--- src/rtl/pc_redirect_unit.sv ---
// -----------------------------------------------------------------------------
// pc_redirect_unit
//   Execute-stage control-flow resolver and fetch PC sequencer for the 3-stage
//   RV32I core. It resolves branches, JAL and JALR that sit in execute and
//   steers the fetch PC. After a redirect it raises control_hazards_sum and
//   exec_kill for FLUSH_CYCLES cycles so that wrong-path instructions are
//   squashed.
//
// Parameters
//   RESET_PC      fetch PC loaded on reset
//   FLUSH_CYCLES  length of the flush window after a redirect (1..3)
//
// Optional feature macro
//   BRANCH_STATS_EN  builds the conditional-branch counters. When it is not
//                    defined, br_count and br_taken_count read 0 and
//                    stats_clr is ignored. The port list is the same in both
//                    builds.
//
// Ports
//   clk                 in   core clock
//   rst                 in   synchronous reset, active-high
//   Hold                in   load-use stall; freezes the fetch PC while in RUN
//   Inst_Execute        in   instruction currently in execute
//   BrEq, BrLt          in   branch comparator results
//   alu_result          in   branch/JAL/JALR target from the ALU
//   stats_clr           in   clears the branch counters
//   pc_fetch            out  registered PC presented to IMEM
//   redirect            out  combinational; a taken transfer resolves this cycle
//   control_hazards_sum out  registered; high during the flush window
//   exec_kill           out  registered; same timing as control_hazards_sum
//   target_misaligned   out  registered 1-cycle pulse; taken target had bit1 set
//   br_count            out  conditional branches resolved
//   br_taken_count      out  conditional branches taken
// -----------------------------------------------------------------------------
module pc_redirect_unit #(
  parameter logic [31:0] RESET_PC     = 32'h4000_0000,
  parameter int unsigned FLUSH_CYCLES = 2
) (
  input  logic        clk,
  input  logic        rst,
  input  logic        Hold,
  input  logic [31:0] Inst_Execute,
  input  logic        BrEq,
  input  logic        BrLt,
  input  logic [31:0] alu_result,
  input  logic        stats_clr,
  output logic [31:0] pc_fetch,
  output logic        redirect,
  output logic        control_hazards_sum,
  output logic        exec_kill,
  output logic        target_misaligned,
  output logic [31:0] br_count,
  output logic [31:0] br_taken_count
);

  typedef enum logic [0:0] {
    ST_RUN   = 1'b0,
    ST_FLUSH = 1'b1
  } state_t;

  localparam logic [1:0] FLUSH_INIT = 2'(FLUSH_CYCLES - 1);

  state_t      state_r, state_nxt_s;
  logic [1:0]  count_r, count_nxt_s;
  logic [31:0] pc_r, pc_nxt_s;
  logic        hazard_r;
  logic        kill_r;
  logic        misaligned_r;

  logic        is_32b_s;
  logic        is_branch_s;
  logic        is_jal_s;
  logic        is_jalr_s;
  logic        cond_s;
  logic        taken_s;
  logic [31:0] target_s;
  logic        unused_s;

  // Instruction decode; 16-bit encodings are never treated as control.
  assign is_32b_s    = (Inst_Execute[1:0] == 2'b11);
  assign is_branch_s = is_32b_s & (Inst_Execute[6:2] == 5'b11000);
  assign is_jal_s    = is_32b_s & (Inst_Execute[6:2] == 5'b11011);
  assign is_jalr_s   = is_32b_s & (Inst_Execute[6:2] == 5'b11001);

  // bit0 cleared for JALR semantics; bit1 kept and reported as misaligned.
  assign target_s = {alu_result[31:1], 1'b0};

  // Redirects only resolve in RUN; execute holds wrong-path work during FLUSH.
  assign taken_s  = (state_r == ST_RUN) & (is_jal_s | is_jalr_s | (is_branch_s & cond_s));
  assign redirect = taken_s;

  // Fields of the instruction and target that this block does not look at.
  assign unused_s = &{1'b0, Inst_Execute[31:15], Inst_Execute[11:7], alu_result[0]
`ifndef BRANCH_STATS_EN
                      , stats_clr
`endif
                     };

  // Branch condition selected by funct3.
  always_comb begin
    cond_s = 1'b0;
    case (Inst_Execute[14:12])
      3'b000:  cond_s = BrEq;
      3'b001:  cond_s = ~BrEq;
      3'b100:  cond_s = BrLt;
      3'b110:  cond_s = BrLt;
      3'b101:  cond_s = ~BrLt;
      3'b111:  cond_s = ~BrLt;
      default: cond_s = 1'b0;
    endcase
  end

  // Next-state, flush counter and next fetch PC.
  always_comb begin
    state_nxt_s = state_r;
    count_nxt_s = count_r;
    pc_nxt_s    = pc_r;
    case (state_r)
      ST_RUN: begin
        if (taken_s) begin
          // Redirect beats Hold in the same cycle.
          pc_nxt_s    = target_s;
          state_nxt_s = ST_FLUSH;
          count_nxt_s = FLUSH_INIT;
        end else if (Hold) begin
          pc_nxt_s = pc_r;
        end else begin
          pc_nxt_s = pc_r + 32'd4;
        end
      end
      ST_FLUSH: begin
        // Hold is ignored: the stalled instruction is being killed anyway.
        pc_nxt_s = pc_r + 32'd4;
        if (count_r == 2'd0) begin
          state_nxt_s = ST_RUN;
          count_nxt_s = 2'd0;
        end else begin
          count_nxt_s = count_r - 2'd1;
        end
      end
      default: begin
        state_nxt_s = ST_RUN;
        count_nxt_s = 2'd0;
        pc_nxt_s    = RESET_PC;
      end
    endcase
  end

  // State, PC and registered hazard/kill/misaligned outputs.
  always_ff @(posedge clk) begin
    if (rst) begin
      state_r      <= ST_RUN;
      count_r      <= 2'd0;
      pc_r         <= RESET_PC;
      hazard_r     <= 1'b0;
      kill_r       <= 1'b0;
      misaligned_r <= 1'b0;
    end else begin
      state_r      <= state_nxt_s;
      count_r      <= count_nxt_s;
      pc_r         <= pc_nxt_s;
      hazard_r     <= (state_nxt_s == ST_FLUSH);
      kill_r       <= (state_nxt_s == ST_FLUSH);
      misaligned_r <= taken_s & alu_result[1];
    end
  end

  assign pc_fetch            = pc_r;
  assign control_hazards_sum = hazard_r;
  assign exec_kill           = kill_r;
  assign target_misaligned   = misaligned_r;

`ifdef BRANCH_STATS_EN
  logic [31:0] br_count_r;
  logic [31:0] br_taken_count_r;

  // Conditional-branch counters; only branches resolved in RUN count, clear wins.
  always_ff @(posedge clk) begin
    if (rst) begin
      br_count_r       <= 32'd0;
      br_taken_count_r <= 32'd0;
    end else if (stats_clr) begin
      br_count_r       <= 32'd0;
      br_taken_count_r <= 32'd0;
    end else if ((state_r == ST_RUN) && is_branch_s) begin
      br_count_r       <= br_count_r + 32'd1;
      br_taken_count_r <= br_taken_count_r + {31'd0, cond_s};
    end else begin
      br_count_r       <= br_count_r;
      br_taken_count_r <= br_taken_count_r;
    end
  end

  assign br_count       = br_count_r;
  assign br_taken_count = br_taken_count_r;
`else
  assign br_count       = 32'd0;
  assign br_taken_count = 32'd0;
`endif

endmodule

--- config.mk ---
export PLATFORM = sky130hd
export DESIGN_NAME = pc_redirect_unit
export DESIGN_NICKNAME = d
export VERILOG_FILES = /design/src/rtl/pc_redirect_unit.sv
export SDC_FILE = /design/constraint.sdc
export NUM_CORES = 1
export LEC_CHECK = 0
export ABC_CLOCK_PERIOD_IN_PS = 6100
export CAP_MARGIN = 30
export CORE_MARGIN = 2
export CORE_UTILIZATION = 37
export CTS_BUF_LIST = sky130_fd_sc_hd__clkbuf_4
export DETAILED_ROUTE_END_ITERATION = 12
export GPL_TIMING_DRIVEN = 0
export HOLD_SLACK_MARGIN = 0.1
export PLACE_DENSITY_LB_ADDON = 0.15
export SETUP_SLACK_MARGIN = 0.5
export SYNTH_ARGS = -nofsm -noshare
export SYNTH_HDL_FRONTEND = slang
export SYNTH_SLANG_ARGS = --single-unit
--- constraint.sdc ---
create_clock -name clk -period 6.1 [get_ports clk]
set_input_delay 1.83 -clock clk [delete_from_list [all_inputs] [get_ports clk]]
set_output_delay 1.83 -clock clk [all_outputs]
set_load 0.02 [all_outputs]
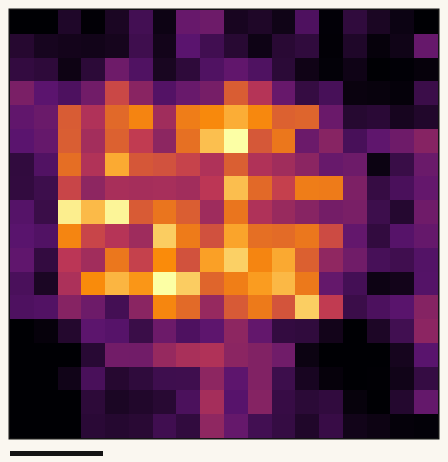
*Wire density map, run 1*
Bar = 20 µm. The die is cut into 18 by 18 equal tiles; black is low, pale yellow is high, scaled to the fullest tile. Values are wire area over tile area, all layers added.
fullest tile	0.58
emptiest ninth of the die	south-west
nearly empty tiles	11%
tiles over half the peak	23%
densest ninth of the die	center
total track usage: 0.217
WL/cell: 15.1 µm
DR vias: 3128

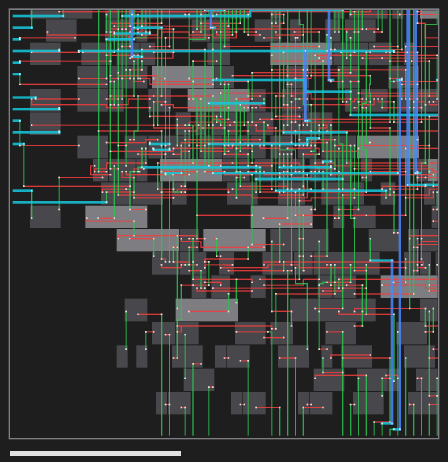
*Layout detail, run 1*
Bar = 20 µm. Window x 0 to 50, y 0 to 50 µm. Cells in gray, sequential cells in the stronger gray; small squares are vias.
layer	color
met4	blue
met3	cyan
met1	red
met2	green
cells with their middle in the window	138
netlist names of flops here include	`pc_fetch` (8), `count_r` (2)
most frequent	clkdlybuf4s50_1 (28), a21oi_1 (11), dfxtp_1 (11)
sequential cells in the window	11

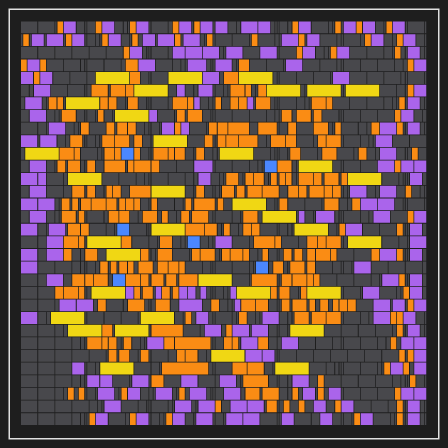
*Placement by cell class, run 1*
Fill, decap, tap and diode cells in gray.
class	color	cells	share of their area
clock drivers and dummy loads	blue	6	1.1%
all other logic	orange	301	45%
flip-flops	yellow	35	18%
other buffers and delay cells	purple	167	36%
Seq area share: 0.172
row count: 32
Design Area, Final: 4080 µm²

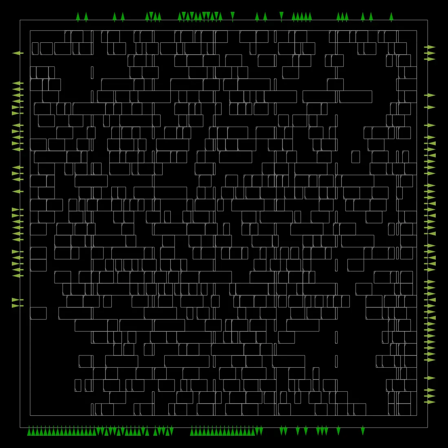
*Cell outlines without signal wires, run 1*
Tapcell Cnt: 102
fin cells: 611
Flops: 35
Core Area: 7610 µm²

==> run_results.csv, run 1 <==
group,metric,value,unit
synthesis,synth_top_cell_by_area,"dfxtp_1",
final_timing,finalCritPeriodShare,0.888,
final_timing,fmax,0.185,GHz
drt,wl,9200,µm
synthesis,adder_share,0.00435,
synthesis,synth-edff-count,0,
worst_setup_path,rrSetupSlack,3.81,ns
cells_and_area,num-nonclk-buffers,167,
hold_path,min-delay-start,"pc_fetch[1]",
global_route,met2_usage,0.354,
synthesis,syn_avg_cell_area,8.01,µm²
cells_and_area,comb_area,1700,µm²
worst_setup_path,crit_start,"Inst_Execute[12]",
synthesis,synth.logic.top_family,"AND-OR/OR-AND gates",
worst_setup_path,end_kind,"output port",
drt,wl_met3,808,µm
power,pwr-share-seq,0.456,
global_route,grt_pass1_vias,2949,
clock_tree,cts_max_path_buffers,2,
floorplanning,ios,170,
synthesis,ys_seq_share,0.244,
synthesis,ys_warn_count,0,
cells_and_area,layout_top_cell,"clkdlybuf4s50_1",
worst_setup_path,crit_buf_inv,5,
worst_setup_path,critPathArrivalTime,3.59,ns
clock_tree,cts_tree,"yes",
global_route,met3_usage,0.0501,
hold_path,min_to,"pc_fetch[1]",
global_route,grt_max_degree,11,
synthesis,topCellsByArea,"dfxtp_1, buf_4, a21oi_1, o32ai_1, nand3_1",
floorplanning,fp_util,0.378,
power,p_sw,0.169,mW
drt,drc,0,
clock_tree,clock_latency,0.35,ns
worst_setup_path,cp_max_fo,10,
power,p_leak,1.60,nW
clock_tree,cts_made_buffers,5,
cells_and_area,buf_share,0.349,
synthesis,top_cell_area_share,0.244,
placed_design,port_buffers,79,
synthesis,async_reset_ff_frac,0,
drt,ant_nets,0,
power,pg_comb,0.156,mW
cells_and_area,fin_nets,581,
cells_and_area,clkbuf_count,6,
job,tool_warnings,50,
clock_tree,clk_pin_slew,0.11,ns
power,pg_seq,0.236,mW
synthesis,yosysChipArea,2880,µm²
final_timing,postLayoutSetupSlackWorst,0.681,ns
job,maxCapViolCount,0,
worst_setup_path,reg2reg_from,"pc_fetch[2]",
synthesis,syn_area,2880,µm²
power,pg_clk,0.126,mW
drt,drtIter0Drc,250,
final_timing,setup_tns,0,ns
synthesis,aoi_share,0.284,
worst_setup_path,startpoint_type,"primary input",
worst_setup_path,cp.depth,8,
synthesis,ys_cells,359,
floorplanning,fp.dieW,92.2,µm
worst_setup_path,path_common_cell,"buf_4",
worst_setup_path,critPathTopFamily,"buffers and inverters",
floorplanning,dieArea,8490,µm²
worst_setup_path,critPathMaxStageDelay,0.51,ns
clock_tree,htreeDepth,2,
drt,met2_length,4210,µm
placed_design,dp.cells,604,
synthesis,synth_cell_types,65,
final_timing,skew,0.0163,ns
worst_setup_path,critPathCapture,"redirect",
cells_and_area,clkCellAreaFrac,0.0110,
final_timing,rsz0062_at_grt,"no",
clock_tree,post-cts-setup-buffers,1,
power,combPwrFrac,0.300,
worst_setup_path,rr_endpoint,"pc_fetch[30]",
placed_design,dp_hpwl,6800,µm
synthesis,synthCells,359,
drt,routed.top_layer,"met4",
worst_setup_path,cp_slowest_cell,"clkdlybuf4s50_1",
global_route,overflow,0,
synthesis,synth-main-ff-cell,"dfxtp_1",
cells_and_area,inv_count,23,
synthesis,ys_sh_mux,0.00696,
final_timing,hold_viol,0,
power,vdd_ir_drop_max,0.0000818,V
final_timing,finalSetupViolCount,0,
placed_design,gp_congestion,0.875,
drt,first_pass_iters,5,
cells_and_area,n_antenna_cell,0,
hold_path,hold_path_depth,2,
synthesis,ys_sh_simple,0.205,
cells_and_area,comb_share,0.416,
cells_and_area,largest_cell_class,"logic gates",
drt,vias_per_cell,5.12,
outcome,status,"completed",
global_route,antenna_found_initial,0,
power,p_sw_frac,0.326,
cells_and_area,area_growth,42.0,%
cells_and_area,final_cell_mix,"clkdlybuf4s50_1, buf_4, conb_1",
clock_tree,cts_root_buffer,"clkbuf_4",
cells_and_area,fin_util,0.537,
synthesis,synth_top_cell_by_count,"buf_4",
power,maxPowerGroup,"sequential cells",
final_timing,relSlewSlack,0.495,
global_route,grt_first_pass_wirelength,14800,µm
clock_tree,cts.sinks,35,
power,intPower,0.349,mW
worst_setup_path,r2r_cells,6,
cells_and_area,drive_gt1_frac,0.206,
cells_and_area,largest_reg_flops,31,
synthesis,ys_ff,35,
cells_and_area,comb_cells,278,
global_route,gr-max-usage-layer,"met2",
placed_design,place_ws,0.127,ns
worst_setup_path,crit_chain,"clkdlybuf4s50_1 > xor2_1 > a221o_1 > buf_4 > nand2_4 > inv_2 > buf_4 > clkbuf_2",
power,clkPwrFrac,0.244,
floorplanning,die_height,92.2,µm
drt,wl_met1,3960,µm
synthesis,common_cells,"buf_4, a21oi_1, dfxtp_1",
final_timing,holdWs,0.466,ns
final_timing,finalMaxSlewViolations,0,
final_timing,layout_min_cycle_time,5.42,ns
hold_path,hold_class,"flip-flop to flip-flop",
cells_and_area,seqCellArea,701,µm²
power,power_density,127,nW/µm²
power,p_total,0.518,mW
global_route,use_met1,0.285,
cells_and_area,fillers,755,
synthesis,synth.cellmix.xorXnorShare,0.00609,
placed_design,placed_cell_area,4030,µm²
final_timing,worst_slew_pin_slew,0.752,ns
clock_tree,cts.repair.resized,2,
worst_setup_path,critical_path_class,"primary input to output port",
worst_setup_path,cp.required,4.27,ns
### Sequential cells colored by netlist name, run 1

Other sequential cells in the stronger gray, the rest of the logic in the fainter gray.
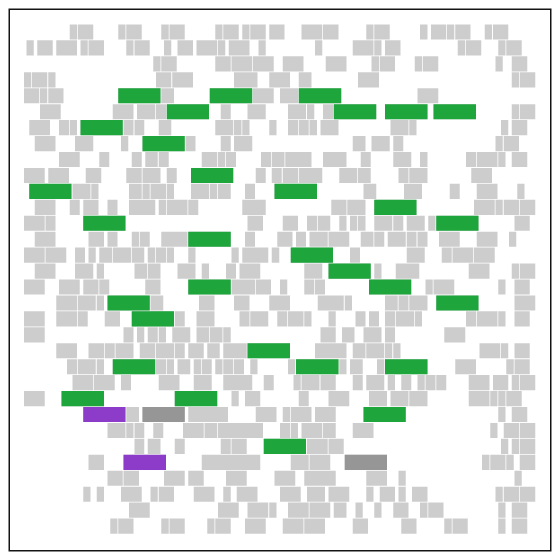

==> run 1 -> run 2 <==
--- a/config.mk
+++ b/config.mk
@@ -9,11 +9,13 @@
 export CAP_MARGIN = 30
 export CORE_MARGIN = 2
 export CORE_UTILIZATION = 37
-export CTS_BUF_LIST = sky130_fd_sc_hd__clkbuf_4
+export CTS_BUF_LIST = sky130_fd_sc_hd__clkbuf_4 sky130_fd_sc_hd__clkbuf_8
 export DETAILED_ROUTE_END_ITERATION = 12
+export GPL_ROUTABILITY_DRIVEN = 0
 export GPL_TIMING_DRIVEN = 0
 export HOLD_SLACK_MARGIN = 0.1
 export PLACE_DENSITY_LB_ADDON = 0.15
+export REMOVE_ABC_BUFFERS = 1
 export SETUP_SLACK_MARGIN = 0.5
 export SYNTH_ARGS = -nofsm -noshare
 export SYNTH_HDL_FRONTEND = slang
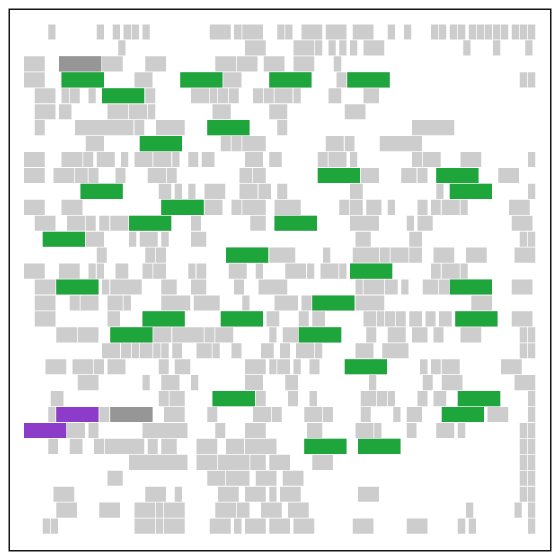
*Sequential cells colored by netlist name, run 2*
Other sequential cells in the stronger gray, the rest of the logic in the fainter gray.
signal	color	sequential cells
`pc_fetch`	green	31
`count_r`	purple	2
not colored	2
Seq area share: 0.195
Post-Route Utilization: 0.473
Flop area: 701 µm²

==> run_results.csv, run 2 <==
group,metric,value,unit
synthesis,ys_cells,359,
synthesis,common_cells,"buf_4, a21oi_1, dfxtp_1",
clock_tree,cts_made_buffers,5,
final_timing,finalCritPeriodShare,0.887,
final_timing,holdWs,0.470,ns
hold_path,min-delay-start,"pc_fetch[1]",
global_route,antenna_found_initial,0,
drt,wire_per_inst,16.0,µm
power,combPwrFrac,0.229,
synthesis,ys_ff,35,
cells_and_area,comb_share,0.475,
power,vdd_ir_drop_max,0.0000970,V
synthesis,ys_sh_mux,0.00696,
cells_and_area,drive_gt1_frac,0.0769,
placed_design,placed_cell_area,3470,µm²
worst_setup_path,r2r_cells,6,
clock_tree,cts.repair.resized,7,
power,maxPowerGroup,"sequential cells",
drt,drc,0,
final_timing,layout_min_cycle_time,5.41,ns
worst_setup_path,cp_max_fo,35,
outcome,status,"completed",
worst_setup_path,rr_endpoint,"pc_fetch[22]",
synthesis,syn_area,2880,µm²
worst_setup_path,critPathMaxStageDelay,0.45,ns
final_timing,worst_slew_pin_slew,1.05,ns
cells_and_area,final_cell_mix,"clkdlybuf4s50_1, conb_1, a21oi_1, dfxtp_1, nand3_1",
worst_setup_path,cp_slowest_cell,"clkdlybuf4s50_1",
worst_setup_path,critPathArrivalTime,3.58,ns
synthesis,yosysChipArea,2880,µm²
synthesis,synth_cell_types,65,
final_timing,rsz0062_at_grt,"no",
drt,vias_per_cell,5.37,
synthesis,syn_avg_cell_area,8.01,µm²
drt,wl_met3,531,µm
hold_path,min_to,"pc_fetch[1]",
worst_setup_path,critical_path_class,"primary input to output port",
cells_and_area,clkCellAreaFrac,0.0247,
synthesis,adder_share,0.00435,
cells_and_area,largest_cell_class,"logic gates",
clock_tree,cts_root_buffer,"clkbuf_8",
drt,routed.top_layer,"met4",
power,power_density,149,nW/µm²
cells_and_area,fin_nets,499,
cells_and_area,comb_cells,278,
global_route,met2_usage,0.332,
floorplanning,rows,32,
cells_and_area,buf_share,0.241,
synthesis,synth_top_cell_by_area,"dfxtp_1",
floorplanning,nWellTaps,102,
synthesis,aoi_share,0.284,
clock_tree,clock_latency,0.29,ns
final_timing,setup_tns,0,ns
cells_and_area,fillers,758,
synthesis,top_cell_area_share,0.244,
power,p_total,0.538,mW
global_route,grt_first_pass_wirelength,13600,µm
clock_tree,cts_tree,"yes",
worst_setup_path,reg2reg_from,"pc_fetch[2]",
floorplanning,fp_util,0.378,
final_timing,fmax,0.185,GHz
power,p_sw,0.172,mW
synthesis,ys_seq_share,0.244,
cells_and_area,final_area,3600,µm²
power,pg_clk,0.179,mW
worst_setup_path,crit_chain,"clkdlybuf4s50_1 > nand2_1 > nor4_4 > buf_8 > nand2_8 > inv_16 > clkbuf_2",
worst_setup_path,critPathTopFamily,"buffers and inverters",
synthesis,synth-main-ff-cell,"dfxtp_1",
drt,ant_nets,0,
floorplanning,dieArea,8490,µm²
power,pg_seq,0.236,mW
synthesis,synth_top_cell_by_count,"buf_4",
cells_and_area,clkbuf_count,7,
hold_path,hold_path_depth,2,
power,p_sw_frac,0.321,
placed_design,port_buffers,80,
job,tool_warnings,49,
power,pg_comb,0.123,mW
hold_path,hold_class,"flip-flop to flip-flop",
cells_and_area,n_antenna_cell,0,
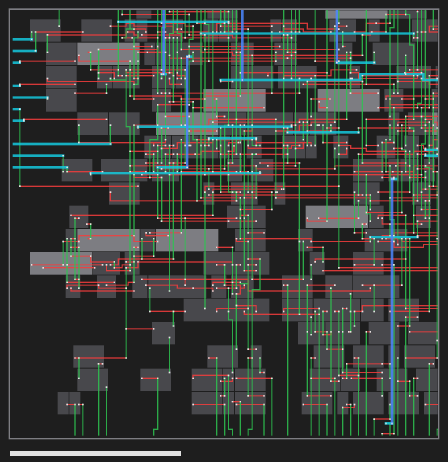
*Layout detail, run 2*
Bar = 20 µm. Window x 0 to 50, y 0 to 50 µm. Cells in gray, sequential cells in the stronger gray; small squares are vias.
layer	color
met2	green
met4	blue
met1	red
met3	cyan
netlist names of flops here include	`pc_fetch` (5), `count_r` (2)
sequential cells in the window	8
most frequent	clkdlybuf4s50_1 (34), a21oi_1 (9)
cells with their middle in the window	135

==> run 2 -> run 3 <==
--- a/config.mk
+++ b/config.mk
@@ -10,6 +10,7 @@
 export CORE_MARGIN = 2
 export CORE_UTILIZATION = 37
 export CTS_BUF_LIST = sky130_fd_sc_hd__clkbuf_4 sky130_fd_sc_hd__clkbuf_8
+export CTS_CLUSTER_DIAMETER = 150
 export DETAILED_ROUTE_END_ITERATION = 12
 export GPL_ROUTABILITY_DRIVEN = 0
 export GPL_TIMING_DRIVEN = 0
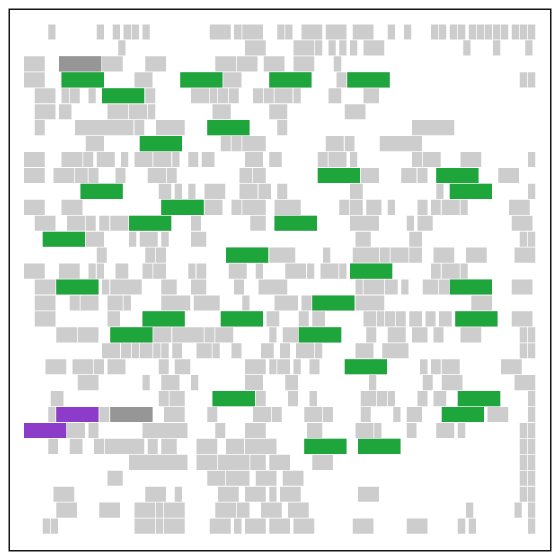
*Sequential cells colored by netlist name, run 3*
Other sequential cells in the stronger gray, the rest of the logic in the fainter gray.
signal	color	sequential cells
`pc_fetch`	green	31
`count_r`	purple	2
not colored	2
Seq. pwr: 0.236 mW

==> run_results.csv, run 3 <==
group,metric,value,unit
outcome,status,"completed",
clock_tree,cts_made_buffers,5,
drt,vias_per_cell,5.37,
global_route,antenna_found_initial,0,
floorplanning,design.core.area,7610,µm²
synthesis,synth_top_cell_by_count,"buf_4",
worst_setup_path,end_kind,"output port",
power,p_sw_frac,0.321,
floorplanning,fp_util,0.378,
drt,wire_per_inst,16.0,µm
final_timing,fmax,0.185,GHz
hold_path,hold_path_depth,2,
synthesis,synth_cell_types,65,
floorplanning,fp.dieW,92.2,µm
worst_setup_path,cp.depth,7,
final_timing,finalCritPeriodShare,0.887,
clock_tree,clock_latency,0.29,ns
worst_setup_path,critPathTopFamily,"buffers and inverters",
cells_and_area,seq_share,0.195,
synthesis,common_cells,"buf_4, a21oi_1, dfxtp_1",
final_timing,holdWs,0.470,ns
cells_and_area,final_cell_mix,"clkdlybuf4s50_1, conb_1, a21oi_1, dfxtp_1, nand3_1",
cells_and_area,fin_nets,499,
worst_setup_path,critical_path_class,"primary input to output port",
global_route,use_met1,0.252,
cells_and_area,buf_share,0.241,
drt,wl_met3,531,µm
power,combPwrFrac,0.229,
hold_path,hold_class,"flip-flop to flip-flop",
synthesis,syn_area,2880,µm²
clock_tree,cts_max_path_buffers,2,
power,vdd_ir_drop_max,0.0000970,V
placed_design,placed_cell_area,3470,µm²
final_timing,layout_min_cycle_time,5.41,ns
worst_setup_path,cp.required,4.27,ns
power,maxPowerGroup,"sequential cells",
cells_and_area,clkCellAreaFrac,0.0247,
worst_setup_path,rrSetupSlack,3.79,ns
floorplanning,dieArea,8490,µm²
cells_and_area,fillers,758,
synthesis,synthCells,359,
cells_and_area,fin_util,0.473,
power,pg_comb,0.123,mW
synthesis,yosysChipArea,2880,µm²
power,intPower,0.365,mW
drt,wl,8500,µm
worst_setup_path,crit_buf_inv,4,
drt,routed.top_layer,"met4",
worst_setup_path,rr_endpoint,"pc_fetch[22]",
worst_setup_path,r2r_cells,6,
clock_tree,post-cts-setup-buffers,2,
worst_setup_path,cp_slowest_cell,"clkdlybuf4s50_1",
synthesis,top_cell_area_share,0.244,
job,tool_warnings,49,
power,power_density,149,nW/µm²
drt,drc,0,
clock_tree,cts_tree,"yes",
hold_path,min-delay-start,"pc_fetch[1]",
synthesis,ys_sh_simple,0.205,
final_timing,worst_slew_pin_slew,1.05,ns
cells_and_area,seqCellArea,701,µm²
final_timing,rsz0062_at_grt,"no",
clock_tree,cts_root_buffer,"clkbuf_8",
synthesis,synth-main-ff-cell,"dfxtp_1",
global_route,met2_usage,0.332,
power,pg_clk,0.179,mW
worst_setup_path,crit_chain,"clkdlybuf4s50_1 > nand2_1 > nor4_4 > buf_8 > nand2_8 > inv_16 > clkbuf_2",
floorplanning,rows,32,
synthesis,adder_share,0.00435,
power,p_total,0.538,mW
cells_and_area,comb_cells,278,
synthesis,ys_sh_mux,0.00696,
cells_and_area,n_antenna_cell,0,
synthesis,syn_avg_cell_area,8.01,µm²
cells_and_area,seq_cell_count,35,
cells_and_area,drive_gt1_frac,0.0769,
synthesis,ys_cells,359,
power,p_sw,0.172,mW
drt,ant_nets,0,
cells_and_area,comb_share,0.475,
hold_path,min_to,"pc_fetch[1]",
clock_tree,cts.repair.resized,7,
worst_setup_path,cp_max_fo,35,
cells_and_area,largest_cell_class,"logic gates",
cells_and_area,clkbuf_count,7,
synthesis,ys_seq_share,0.244,
synthesis,ys_ff,35,
worst_setup_path,critPathMaxStageDelay,0.45,ns
final_timing,relSlewSlack,0.299,
final_timing,setup_tns,0,ns
synthesis,aoi_share,0.284,
placed_design,port_buffers,80,
cells_and_area,fin_cells,531,
job,maxCapViolCount,0,
global_route,grt_first_pass_wirelength,13600,µm
worst_setup_path,reg2reg_from,"pc_fetch[2]",
floorplanning,nWellTaps,102,
global_route,overflow,0,
synthesis,synth_top_cell_by_area,"dfxtp_1",
worst_setup_path,critPathArrivalTime,3.58,ns
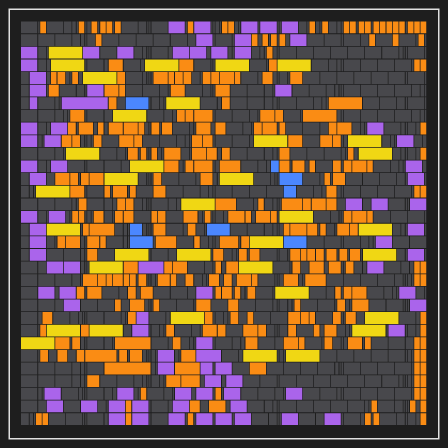
*Placement by cell class, run 3*
Fill, decap, tap and diode cells in gray.
class	color	cells	share of their area
all other logic	orange	301	52%
other buffers and delay cells	purple	85	25%
clock drivers and dummy loads	blue	8	2.6%
flip-flops	yellow	35	20%
Design Area, Final: 3600 µm²

Power is estimated from default activity; no workload was simulated.
